Fig. 1: run 1, clock wiring as the flow saved it
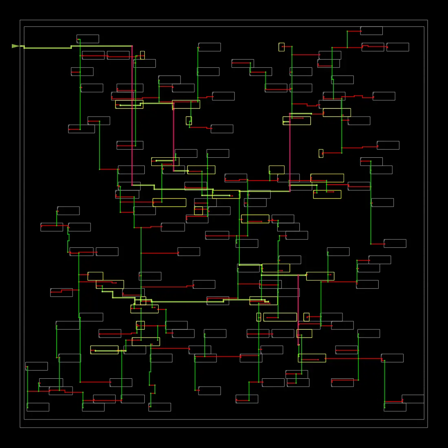
Fig. 2: run 1, gate families picked out
Scale: 2 px per µm.
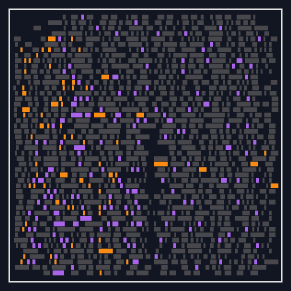
Fig. 3: run 1, clock network drawn from the DEF
Scale: 2 px per µm.
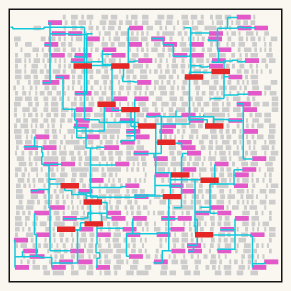
Fig. 4: run 1, PDN straps and rails
Scale: 3 px per µm. Pins as bars on the die edge.
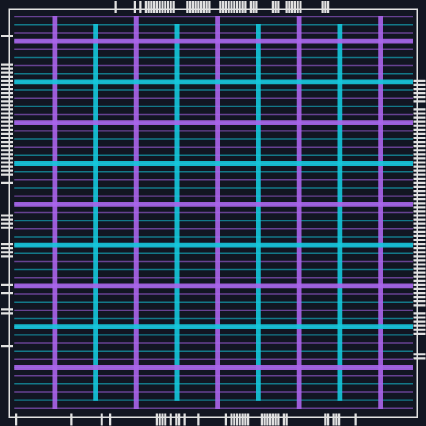
## src/rtl/ahbl_pkg.sv

```systemverilog
// ahbl_pkg: shared AHB-Lite encodings and
// byte-lane helpers for the SRAM slave.
package ahbl_pkg;

  localparam logic [1:0] HTRANS_IDLE   = 2'b00;
  localparam logic [1:0] HTRANS_BUSY   = 2'b01;
  localparam logic [1:0] HTRANS_NONSEQ = 2'b10;
  localparam logic [1:0] HTRANS_SEQ    = 2'b11;

  localparam logic [2:0] SZ_BYTE = 3'b000;
  localparam logic [2:0] SZ_HW   = 3'b001;
  localparam logic [2:0] SZ_W    = 3'b010;

  localparam logic HRESP_OKAY  = 1'b0;
  localparam logic HRESP_ERROR = 1'b1;

  typedef enum logic [2:0] {
    ST_IDLE,
    ST_RD,
    ST_WR,
    ST_ERR1,
    ST_ERR2
  } state_t;

  function automatic logic [3:0] byte_mask(
    input logic [2:0] size,
    input logic [1:0] lane
  );
    logic [3:0] m;
    m = 4'b0000;
    unique case (1'b1)
      (size == SZ_BYTE): m = 4'b0001 << lane;
      (size == SZ_HW):   m = 4'b0011 << lane;
      default:           m = 4'b1111;
    endcase
    return m;
  endfunction

  function automatic logic [31:0] lane_expand(
    input logic [3:0] m
  );
    return {{8{m[3]}}, {8{m[2]}},
            {8{m[1]}}, {8{m[0]}}};
  endfunction

endpackage

```

## src/rtl/ahbl_sram_ctrl_wbuf.sv

```systemverilog
// ahbl_wbuf: one-entry posted write buffer
// with drain handshake and read forwarding.
module ahbl_wbuf
  import ahbl_pkg::*;
#(
  parameter int ADDR_WIDTH = 12
) (
  input  logic                  clk,
  input  logic                  rst,
  input  logic                  latch,
  input  logic [ADDR_WIDTH-1:0] latch_addr,
  input  logic [3:0]            latch_mask,
  input  logic                  load,
  input  logic [31:0]           load_data,
  output logic                  drain_req,
  input  logic                  drain_ack,
  output logic [ADDR_WIDTH-1:0] wb_addr,
  output logic [3:0]            wb_mask,
  output logic [31:0]           wb_data,
  input  logic [ADDR_WIDTH-1:0] fwd_addr,
  input  logic [31:0]           fwd_raw,
  output logic [31:0]           fwd_data
);

  logic                  wb_valid;
  logic [ADDR_WIDTH-1:0] pend_addr;
  logic [3:0]            pend_mask;
  logic                  hit;

  function automatic logic [31:0] merge(
    input logic [31:0] raw,
    input logic [31:0] wd,
    input logic [3:0]  m
  );
    logic [31:0] r;
    for (int b = 0; b < 4; b++)
      r[8*b +: 8] = m[b] ? wd[8*b +: 8]
                         : raw[8*b +: 8];
    return r;
  endfunction

  always_ff @(posedge clk) begin
    if (rst) begin
      wb_valid  <= 1'b0;
      wb_addr   <= '0;
      wb_mask   <= '0;
      wb_data   <= '0;
      pend_addr <= '0;
      pend_mask <= '0;
    end else begin
      if (latch) begin
        pend_addr <= latch_addr;
        pend_mask <= latch_mask;
      end
      // a load in the drain cycle keeps the new entry
      if (load) begin
        wb_valid <= 1'b1;
        wb_addr  <= pend_addr;
        wb_mask  <= pend_mask;
        wb_data  <= load_data &
                    lane_expand(pend_mask);
      end else if (drain_ack) begin
        wb_valid <= 1'b0;
      end
    end
  end

  assign drain_req = wb_valid;
  assign hit       = wb_valid &&
                     (wb_addr == fwd_addr);
  assign fwd_data  = merge(fwd_raw, wb_data,
                           hit ? wb_mask : 4'b0);

endmodule

```

## src/rtl/ahbl_sram_ctrl.sv

```systemverilog
// ahbl_sram_ctrl: AHB-Lite slave in front of a
// single-port synchronous SRAM macro.
module ahbl_sram_ctrl
  import ahbl_pkg::*;
#(
  parameter int ADDR_WIDTH  = 12,
  parameter int WAIT_STATES = 0
) (
  input  logic                  clk,
  input  logic                  rst,
  input  logic                  HSEL,
  input  logic [31:0]           HADDR,
  input  logic [1:0]            HTRANS,
  input  logic                  HWRITE,
  input  logic [2:0]            HSIZE,
  input  logic [31:0]           HWDATA,
  input  logic                  HREADY,
  output logic                  HREADYOUT,
  output logic                  HRESP,
  output logic [31:0]           HRDATA,
  output logic                  sram_cs,
  output logic                  sram_we,
  output logic [ADDR_WIDTH-1:0] sram_addr,
  output logic [3:0]            sram_wmask,
  output logic [31:0]           sram_wdata,
  input  logic [31:0]           sram_rdata
);

  localparam int WCW = (WAIT_STATES > 0) ?
    $clog2(WAIT_STATES + 1) : 1;
  localparam logic [WCW-1:0] WS_INIT =
    WCW'(WAIT_STATES);

  state_t                state_q, state_d;
  logic                  hready_q, hready_d;
  logic                  hresp_q, hresp_d;
  logic [WCW-1:0]        wcnt_q, wcnt_d;
  logic                  late_q, late_d;
  logic                  cap_q;
  logic [ADDR_WIDTH-1:0] rd_addr_q;
  logic [31:0]           rdata_q;

  logic                  go, legal, mis, hi_ok;
  logic                  rd_acc, wr_acc, bad_acc;
  logic                  wr_done, conflict;
  logic                  rd_now, rd_late, rd_issue;
  logic                  drain_req, drain_ack;
  logic [ADDR_WIDTH-1:0] haddr_w;
  logic [ADDR_WIDTH-1:0] wb_addr;
  logic [3:0]            wb_mask;
  logic [31:0]           wb_data, fwd_data;
  logic                  unused_htrans0;

  assign unused_htrans0 = HTRANS[0];

  assign haddr_w = HADDR[ADDR_WIDTH+1:2];
  assign hi_ok   = HADDR[31:ADDR_WIDTH+2] == '0;
  assign mis     =
    (HSIZE == SZ_HW && HADDR[0]) ||
    (HSIZE == SZ_W && HADDR[1:0] != 2'b00);
  assign legal   = (HSIZE <= SZ_W) && !mis && hi_ok;

  assign go      = HSEL & HTRANS[1] & HREADY &
                   hready_q;
  assign rd_acc  = go & legal & ~HWRITE;
  assign wr_acc  = go & legal & HWRITE;
  assign bad_acc = go & ~legal;

  assign wr_done  = (state_q == ST_WR) & hready_q;
  // the buffer must drain to make room for this write
  assign conflict = rd_acc & wr_done & drain_req;

  assign rd_now    = rd_acc & ~conflict & ~rst;
  assign rd_late   = (state_q == ST_RD) & late_q &
                     ~rst;
  assign rd_issue  = rd_now | rd_late;
  assign drain_ack = drain_req & ~rd_issue & ~rst;

  ahbl_wbuf #(
    .ADDR_WIDTH(ADDR_WIDTH)
  ) u_wbuf (
    .clk       (clk),
    .rst       (rst),
    .latch     (wr_acc),
    .latch_addr(haddr_w),
    .latch_mask(byte_mask(HSIZE, HADDR[1:0])),
    .load      (wr_done),
    .load_data (HWDATA),
    .drain_req (drain_req),
    .drain_ack (drain_ack),
    .wb_addr   (wb_addr),
    .wb_mask   (wb_mask),
    .wb_data   (wb_data),
    .fwd_addr  (rd_addr_q),
    .fwd_raw   (sram_rdata),
    .fwd_data  (fwd_data)
  );

  always_comb begin
    state_d  = state_q;
    hready_d = hready_q;
    hresp_d  = hresp_q;
    wcnt_d   = wcnt_q;
    late_d   = late_q;
    unique case (1'b1)
      (state_q == ST_ERR1): begin
        state_d  = ST_ERR2;
        hready_d = 1'b1;
        hresp_d  = HRESP_ERROR;
      end
      (state_q == ST_RD && !hready_q): begin
        // the conflict slot is spent before the waits
        if (late_q) begin
          late_d   = 1'b0;
          hready_d = (wcnt_q == '0);
        end else begin
          wcnt_d   = wcnt_q - WCW'(1);
          hready_d = (wcnt_q == WCW'(1));
        end
      end
      default: begin
        state_d  = ST_IDLE;
        hready_d = 1'b1;
        hresp_d  = HRESP_OKAY;
        wcnt_d   = '0;
        late_d   = 1'b0;
        if (bad_acc) begin
          state_d  = ST_ERR1;
          hready_d = 1'b0;
          hresp_d  = HRESP_ERROR;
        end else if (rd_acc) begin
          state_d  = ST_RD;
          wcnt_d   = WS_INIT;
          late_d   = conflict;
          hready_d = (WAIT_STATES == 0) &&
                     !conflict;
        end else if (wr_acc) begin
          state_d  = ST_WR;
        end
      end
    endcase
  end

  always_ff @(posedge clk) begin
    if (rst) begin
      state_q   <= ST_IDLE;
      hready_q  <= 1'b1;
      hresp_q   <= HRESP_OKAY;
      wcnt_q    <= '0;
      late_q    <= 1'b0;
      cap_q     <= 1'b0;
      rd_addr_q <= '0;
      rdata_q   <= '0;
    end else begin
      state_q  <= state_d;
      hready_q <= hready_d;
      hresp_q  <= hresp_d;
      wcnt_q   <= wcnt_d;
      late_q   <= late_d;
      cap_q    <= rd_issue;
      if (rd_acc)
        rd_addr_q <= haddr_w;
      if (cap_q)
        rdata_q <= fwd_data;
    end
  end

  assign HREADYOUT  = hready_q;
  assign HRESP      = hresp_q;
  assign HRDATA     = cap_q ? fwd_data : rdata_q;

  assign sram_cs    = rd_issue | drain_ack;
  assign sram_we    = drain_ack;
  assign sram_addr  = rd_now  ? haddr_w   :
                      rd_late ? rd_addr_q : wb_addr;
  assign sram_wmask = drain_ack ? wb_mask : 4'b0;
  assign sram_wdata = wb_data;

endmodule
```

## config.mk

```make
export PLATFORM = sky130hd
export DESIGN_NAME = ahbl_sram_ctrl
export DESIGN_NICKNAME = d
export VERILOG_FILES = /design/src/rtl/ahbl_pkg.sv /design/src/rtl/ahbl_sram_ctrl_wbuf.sv /design/src/rtl/ahbl_sram_ctrl.sv
export SDC_FILE = /design/constraint.sdc
export NUM_CORES = 1
export LEC_CHECK = 0
export ABC_AREA = 1
export CELL_PAD_IN_SITES_DETAIL_PLACEMENT = 1
export CELL_PAD_IN_SITES_GLOBAL_PLACEMENT = 1
export CORE_UTILIZATION = 32
export DETAILED_ROUTE_END_ITERATION = 8
export PLACE_DENSITY_LB_ADDON = 0.1
export SYNTH_ARGS = -nofsm -noshare
export SYNTH_HDL_FRONTEND = slang
export SYNTH_SLANG_ARGS = --single-unit
```

## constraint.sdc

```tcl
create_clock -name clk -period 2.1 [get_ports clk]
set_input_delay 0.42 -clock clk [delete_from_list [all_inputs] [get_ports clk]]
set_output_delay 0.42 -clock clk [all_outputs]
set_load 0.01 [all_outputs]
```

==> summary.txt, run 1 <==
Synthesis and place-and-route results.

- The number of global-route vias before repair was between 7000 and 8000.
- Sorting the synthesized cells by how often they occur yields nand2_1 (223), dfxtp_1 (117), inv_1 (100).
- The report lists the power per cell area as 549 nW/µm².
- The Yosys warning count is 0.
- The tree is rooted in a clkbuf_16.
- The final critical-path required period is 2730 ps.
- In the final run the clock tree shows a worst skew of 11.9 ps.
- The final tally of hold violations is 0.
- The area taken by flip-flops and latches is 2370 µm².
- TritonCTS built the clock tree.
- The launch point of the critical path was reported as u_wbuf.wb_addr[1].
- The tightest min-delay check is of the in -> reg type.
- The buffer_ports step reported a buffer count of around 190.
- The part of the Yosys area used for sequential elements is between 40% and 50%.
- The number of non-clock inverters in the layout is 105.
- The total of fill cells in the finished design is between 2000 and 2500.
- Walking the critical path from launch to capture passes 14 cell instances.
- The adder-cell area share of the yosys netlist is 0%.
- The global router's overall resource usage is between 20% and 30%.
- The ratio of cells with drive above 1 in the final layout is 40.4%.
- The worst-case hold path end point is u_wbuf.pend_mask[2].
- Gates resized during post-CTS repair numbered 446.
- The library cells used most frequently in the layout, excluding fill and tap cells, are buf_4 (158), nand2_1 (144), clkdlybuf4s50_1 (114).
- The final reports fail on setup timing.
- The clock latency reported for the late side of the worst-skew pair is 420 ps.
- In this run, synthesis produced a sequential element count of approximately 120.
- Per the synthesis report, the number of distinct cell types is 29.
- The post-route utilization of the core is recorded as 62.3%.
- The count of nets after finishing is 1332.
- The launch point of the worst register-to-register path is recorded as u_wbuf.wb_addr[1].
- The placement summary gives the final routability congestion estimate as 0.770.
- The first global-routing pass estimated 41.6 mm of wire.
- The x dimension of the die is 135 µm.
- STA lists the endpoint of the worst register-to-register path as rdata_q[8].
- The design draws 5940 µW.
- The registers reported with the highest flop counts are rdata_q (32), u_wbuf.wb_data (32).
- The commonest register cell is dfxtp_1.
- The number of detailed-route iterations in the first pass is 4.
- The post-layout period usage of the worst path is 130%.
- The number of standard-cell rows in the floorplan is 48.
- In the Yosys report the total cell count is ~850.
- Entering global routing, the biggest net connects 76 pins.
- The final layout report lists a non-clock buffer count of just over 400.
- The antenna diode count is 0.
- The buffering overhead is about 34%.
- The number of combinational gates with multiple inputs is 578.
- After clock tree synthesis, the flow added hold-fix buffers numbering 0.
- The number of top-level pins is 190.
- The family with the most delay on the worst path is simple AND/OR/NAND/NOR gates.
- The clock sink count is between 100 and 150.
- Of the post-synthesis cell area, the part taken by muxes is 0%.
- The simple logic cell fraction of the synthesized area is 33.5%.
- The average wire per cell in the routed design is 19.9 µm.
- The minimum setup slack in the final design is -628 ps.
- In the post-synthesis netlist, the biggest area contributors are dfxtp_1 (41%), nand2_1 (15%), a21oi_1 (8.3%).
- The worst setup path is launched from a register.
- The remaining design rule violation count is 0.
- Counting the buffers created by CTS gives 17.
- The net count after synthesis is 958.
- Per the final report, max-transition violations number 0.
- Wires add up to 29.2 mm.
- Looking at the worst setup and hold paths, the clock pins of their registers show a slew of 60 ps.
- The area of the mapped netlist is 5700 µm².
- The worst register-to-register path has a depth of 20.
- Of all flip-flops after synthesis, the portion carrying an async set or reset was 0%.
- The final report lists the setup-violating endpoint count as 58.
- The cell-mix breakdown from Yosys lists the compound-gate area share as between 10% and 20%.
- The count of placed standard cells including taps is approximately 1300.
- The total negative slack for setup checks is -23860 ps.
- The flow ran to the end, but the final reports show violations.
- The synthesized area per cell is approximately 6.7 µm².
- The transition time at the pin with the least slew margin is 922 ps.
- The worst setup path is captured at an output port.
- The number of cells produced by synthesis is 852.
- The initial antenna violation count came to 0.
- The routed layout has 7516 vias.
- Yosys mapped a number of flops with a built-in enable equal to 0.
- Looking at the critical path, the single cell with the biggest stage delay is dfxtp_2.
- The layout report gives the register share of total cell area as 21.9%.
- The buffers plus inverters on the worst setup path is 5.
- The fraction of synthesized cell area taken by the top area cell type is 41.1%.
- Per the timing report, the biggest fanout along the worst path comes to 5.
- The maximum level of the CTS H-tree is 4.
- Once the floorplan was initialized, standard cells occupied 32.9% of the core.
-- Fig. 1 (at the start) --
FFs & Latches: 117
clock buffer instance count of the final layout: 23

-- Fig. 2 (at the start) --
colour	family	cells
orange	NOR gates	73
purple	inverting AOI/OAI gates	154
most common cell after layout, fill and taps aside: buf_4
multi-input combinational area share: 32.0%
post-route insts no fill: 1464

-- Fig. 3 (at the start) --
[magenta] flip-flops | count: 117
[red] clock drivers | count: 17
[cyan] clock wires | length: 1830 µm
flops lie	widely spread
routed clock nets	18
share of total power in the clock network: 51.1%
P_clk: 3040 µW

-- Fig. 4 (at the start) --
colour	net
cyan	VDD
purple	VSS
met1 rails	49
signal pins	190
rows	48
maximum vdd ir drop: 648 µV
area of the placeable core: 17400 µm²
height of the die: 135 µm

-- run 1: power breakdown --
| part | switching [µW] | total (µW) | internal [µW] | leakage [µW] |
|---|---|---|---|---|
| Combinational | 318 | 665 | 347 | 0.00336 |
| Sequential | 11.7 | 2240 | 2230 | 0.000950 |
| Clock | 1080 | 3040 | 1950 | 0.000293 |
| Total | 1410 | 5940 | 4530 | 0.00461 |
-- run 1: metal layers --
| metal | vias up | GRT usage (%) | wire, µm |
|---|---|---|---|
| li1 | 3511 | - | - |
| met1 | 3666 | 33.4 | 11700 |
| met2 | 270 | 53.4 | 15200 |
| met3 | 69 | 6.55 | 1350 |
| met4 | 0 | 13.8 | 967 |
| met5 | - | 0 | 0 |
Fig. 5: run 1, metal layers overlaid
Scale: 3 px per µm.
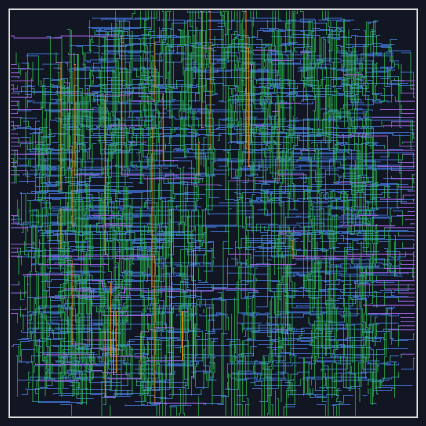

==> run 2: changes to the inputs <==
==> constraint.sdc (replaced) <==
create_clock -name clk -period 2.1 [get_ports clk]
set_input_delay 0.42 -clock clk [delete_from_list [all_inputs] [get_ports clk]]
set_output_delay 0.42 -clock clk [all_outputs]
set_load 0.005 [all_outputs]
Fig. 6: run 2, metal layers overlaid
Scale: 3 px per µm.
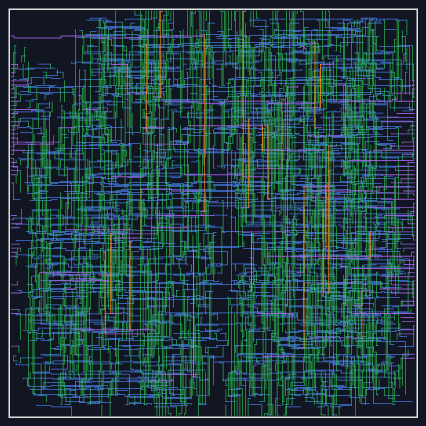
colour	layer	wire length
orange	metal 4	788 µm
blue	metal 1	11400 µm
green	metal 2	15000 µm
purple	metal 3	1270 µm
vias: 7425
total wirelength of the detailed-routed design: 28.5 mm
routed wire length per instance: 19.5 µm
total routing usage reported by global routing: 28.5%

==> run 2 against run 1 <==
  * The flow still finishes with violations (setup timing)
  * Flip-flop count stayed put
  * Critical path depth decreased by 1
  * Setup slack lost 15 ps
  * Combinational power is 3.3% lower
  * Area after synthesis unchanged
  * Cell area shrank 0.52%
  * Fmax down 0.55%
  * Clock-buffer cell count shrank 1
  * First-iteration DRC count is 29% lower
==> summary.txt, run 2 <==
Synthesis and place-and-route results.

- The maximum achievable frequency is 365 MHz.
- Measured along the y axis, the die boundary spans 135 µm.
- The stage delay of the slowest cell on the critical path is ~360 ps.
- Setup slack on the worst reg-to-reg path comes out at -510 ps.
- The worst setup path is launched from a register.
- Among all cell classes, the greatest summed area belongs to buffers.
- The post-cts hold-fix buffer tally is 0.
- The critical path contains buffers and inverters numbering 5 combined.
- The library cells used most frequently in the layout, excluding fill and tap cells, are nand2_1 (162), buf_4 (142), clkdlybuf4s50_1 (111).
- The number of cells produced by synthesis is roughly 850.
- The largest registers in the layout are rdata_q (32), u_wbuf.wb_data (32).
- The number of global-route vias before repair came to about 8000.
- The total of fill cells in the finished design is 2078.
- The required time reported for the critical path endpoint is 1680 ps.
- Per the detail_route log, met2 wirelength is 15.0 mm.
- Per the post-synthesis report, the nets total around 960.
- The max-slew check reports its worst relative slack as 37.7%.
- The clock-cell share of area is between 5 and 6%.
- For this design, the sink count on the clock tree is 117.
- The flow ran to the end, but the final reports show violations.
- Of the post-synthesis cell area, the dominant cell type holds between 40 and 50%.
- The first global-routing pass estimated 40.3 mm of wire.
- Detailed routing placed a total of between 1 and 1.5 mm of wire on met3.
- The final critical-path required period is 2740 ps.
- The global placer's final weighted congestion is 0.763.
- The die covers 18400 µm².
- The antenna violation net count after detailed routing is 0.
- For this run, the detailed router reports a per-instance via density of slightly above 5.
- The Yosys warning count is 0.
- The critical path in the final layout is reported with a setup slack of -643 ps.
- The final non-filler cell total is 1458.
- No sink is reached through more buffers than the 2 on the longest clock path.
- The number of cell instances on the worst register-to-register path is 20.
- The global routing report lists met1 layer usage as 33.2%.
- The clock latency reported for the late side of the worst-skew pair is 430 ps.
- The final global-route overflow total is 0.
- The number of non-clock inverters in the layout is 105.
- The final setup violation count is 55.
- The relative area change from synthesis to final layout is 88.8%.
- Tracing the worst setup path back leads to its startpoint at u_wbuf.wb_addr[3].
- The count of placed standard cells including taps is 1313.
- The x dimension of the die is about 140 µm.
- The layer carrying the most global-route usage is met2.
- The timing endpoint of the critical path is HRDATA[23].
- The instance area at placement is 8430 µm².
- In the global route stage, met2 resource usage came out at between 50% and 60%.
- The root buffer cell is clkbuf_16.
- Routed signal wires occupy layers up through met4.
- The number of flip-flops and latches is between 100 and 150.
- By instance count after routing, the leading logic cell type is nand2_1.
- Traced cell by cell, the critical path runs through inv_2 > nand2_1 > nand2_1 > nor2_2 > nand2_2 > nor2_8 > buf_12 > buf_4 > buf_4 > nand4_1 > nand3_4 > nand2_2 > buf_6.
- The static leakage is 0.00462 µW.
- 577 cells are multi-input combinational gates.
- The cell count listed in synth_stat.txt is 852.
- The final instance area is around 11000 µm².
- The max-slew violation count is 0.
- The fraction of area in multi-input gates is about a third.
- The OpenROAD report gives the critical path a data arrival time of around 2300 ps.
- The worst voltage drop across the vdd grid is 604 µV.
- The checks that failed: setup timing.
- In the finished design, the share of the clock period the worst path needs comes to 131%.
- The clock transition at the registers of the reported paths is 60 ps.
- The nature of the critical path endpoint is an output port.
- TritonCTS built the clock tree.
- The tap cell count is between 200 and 250.
- The antenna diode count is 0.
- The number of top-level pins is 190.
- A synthesized cell averages about 6.7 µm².
- The slowest stage of the critical path is the dfxtp_2 cell.
- Per Yosys stat, the portion of area used by sequential elements is about two fifths.
- Across the run, the number of max-cap violations was 0.
- The area taken by sequential standard cells is reported as 2360 µm².
- The pre-antenna-repair detailed-routing pass consisted of 4 iterations.
- The area of the core is 17400 µm².
- Setup repair after global routing could not meet its margin everywhere.
- STA lists the maximum fanout along the critical path as 5.
- The initial antenna violation count is 0.
- The number of ordinary and repair buffers in the finished layout is just over 400.
- The commonest cells after synthesis are nand2_1 (223), dfxtp_1 (117), inv_1 (100).
- The depth of the critical timing path with buffers and inverters included is 13.
- The worst-case hold path end point is u_wbuf.pend_mask[3].
- In the final layout, the share of cells above drive strength 1 is 39.7%.
- Total power normalized to cell area comes to 569 nW/µm².
- For this run, the share of the core covered by cells in the final layout is 62.0%.
- The largest net degree at the start of global routing is 76.
- For the final database, setup skew stands at 8.45 ps.
- The iteration-0 DRC count of the detailed router is between 200 and 300.
- Counting flops with a built-in enable in the synthesized netlist gives 0.
- The critical hold path startpoint is HADDR[1].
- The final tally of hold violations is 0.
- The async set or reset register ratio after synthesis is 0%.
- After detailed routing, the number of remaining DRC violations is 0.
- The number of OpenROAD warnings is 29.
- For this run, the post-layout net count is between 1000 and 1500.
- In the synthesis report, Yosys lists the chip area as ~5700 µm².
- The transition time at the pin with the least slew margin is 935 ps.
- The synthesized netlist occupies a cell area of 5700 µm².
- For reference, the top cells by area after synthesis are dfxtp_1 (41%), nand2_1 (15%), a21oi_1 (8.3%).
- In this run the tool buffered the top-level ports with 188 buffer cells.
- The buffering overhead is 33.9%.
- The startpoint of the lowest-slack register-to-register path is u_wbuf.wb_addr[3].
- The H-tree generated during clock tree synthesis spans 4 levels.
- For reference, the most critical setup path is categorized as reg -> out.
- Summed over all nets, the half-perimeter wirelength after detailed placement is 14.4 mm.
- The synthesis stat section lists a flop and latch total of between 100 and 150.
- The total negative slack for setup checks is -21960 ps.
- In the hold timing report, the worst path depth is 4.
- In the per-layer summary, the met1 wirelength comes to roughly 11 mm.
- The number of library cell types mapped by synthesis is 29.
- The area of the multi-input gates is about 3400 µm².
- Before CTS, the worst setup slack after placement is -727 ps.
- Summed over all instances, the cell type with the most area after synthesis is dfxtp_1.
- The layout report gives the register share of total cell area as around 22%.
- After floorplanning, the core was divided into 48 placement rows.
- In the synthesized netlist the dominant register cell turns out to be dfxtp_1.
- The family with the most delay on the worst path is simple AND/OR/NAND/NOR gates.
- Note that the worst hold path type here is in -> reg.
- The routing usage on met3 is 4.83%.
- The number of CTS-inserted buffers is 17.
- The layout has 22 clock buffers.
- For this configuration, the core starts out at a cell density of 32.9%.
- For the worst reg-to-reg path, the endpoint reported by OpenROAD is rdata_q[23].
- Summing internal, switching and leakage power gives 6130 µW.
- The most frequent cell after synthesis is nand2_1.
- The worst hold slack across all endpoints is 444 ps.
[run 2: cell counts after synthesis]
Identical to the previous run, type by type.
[run 2: cells by family (layout without fill, tap and decap cells)]
logic type / after synthesis / count (layout) / synth area share, %
DFF: 117 / 117 / 41.1
buffers and inverters: 158 / 539 / 11.4
and+or+nand+nor: 420 / 420 / 33.5
AOI/OAI and AO/OA: 154 / 154 / 13.6
xor gates and xnor gates: 3 / 3 / 0.461
[run 2: power by group]
| group | internal, µW | switching, µW | total (µW) |
|---|---|---|---|
| Sequential | 2230 | 11.4 | 2240 |
| Combinational | 339 | 304 | 643 |
| Clock | 2160 | 1080 | 3240 |
[run 2: repair_timing]
item                                    CTS  global route
endpoints found under the setup margin   50            65
buffers inserted                        111            31
resized                                 437           143
gates cloned                              5             0
pin swaps                               102            81
Power figures rest on the tool's default switching activity, not on a simulated workload.
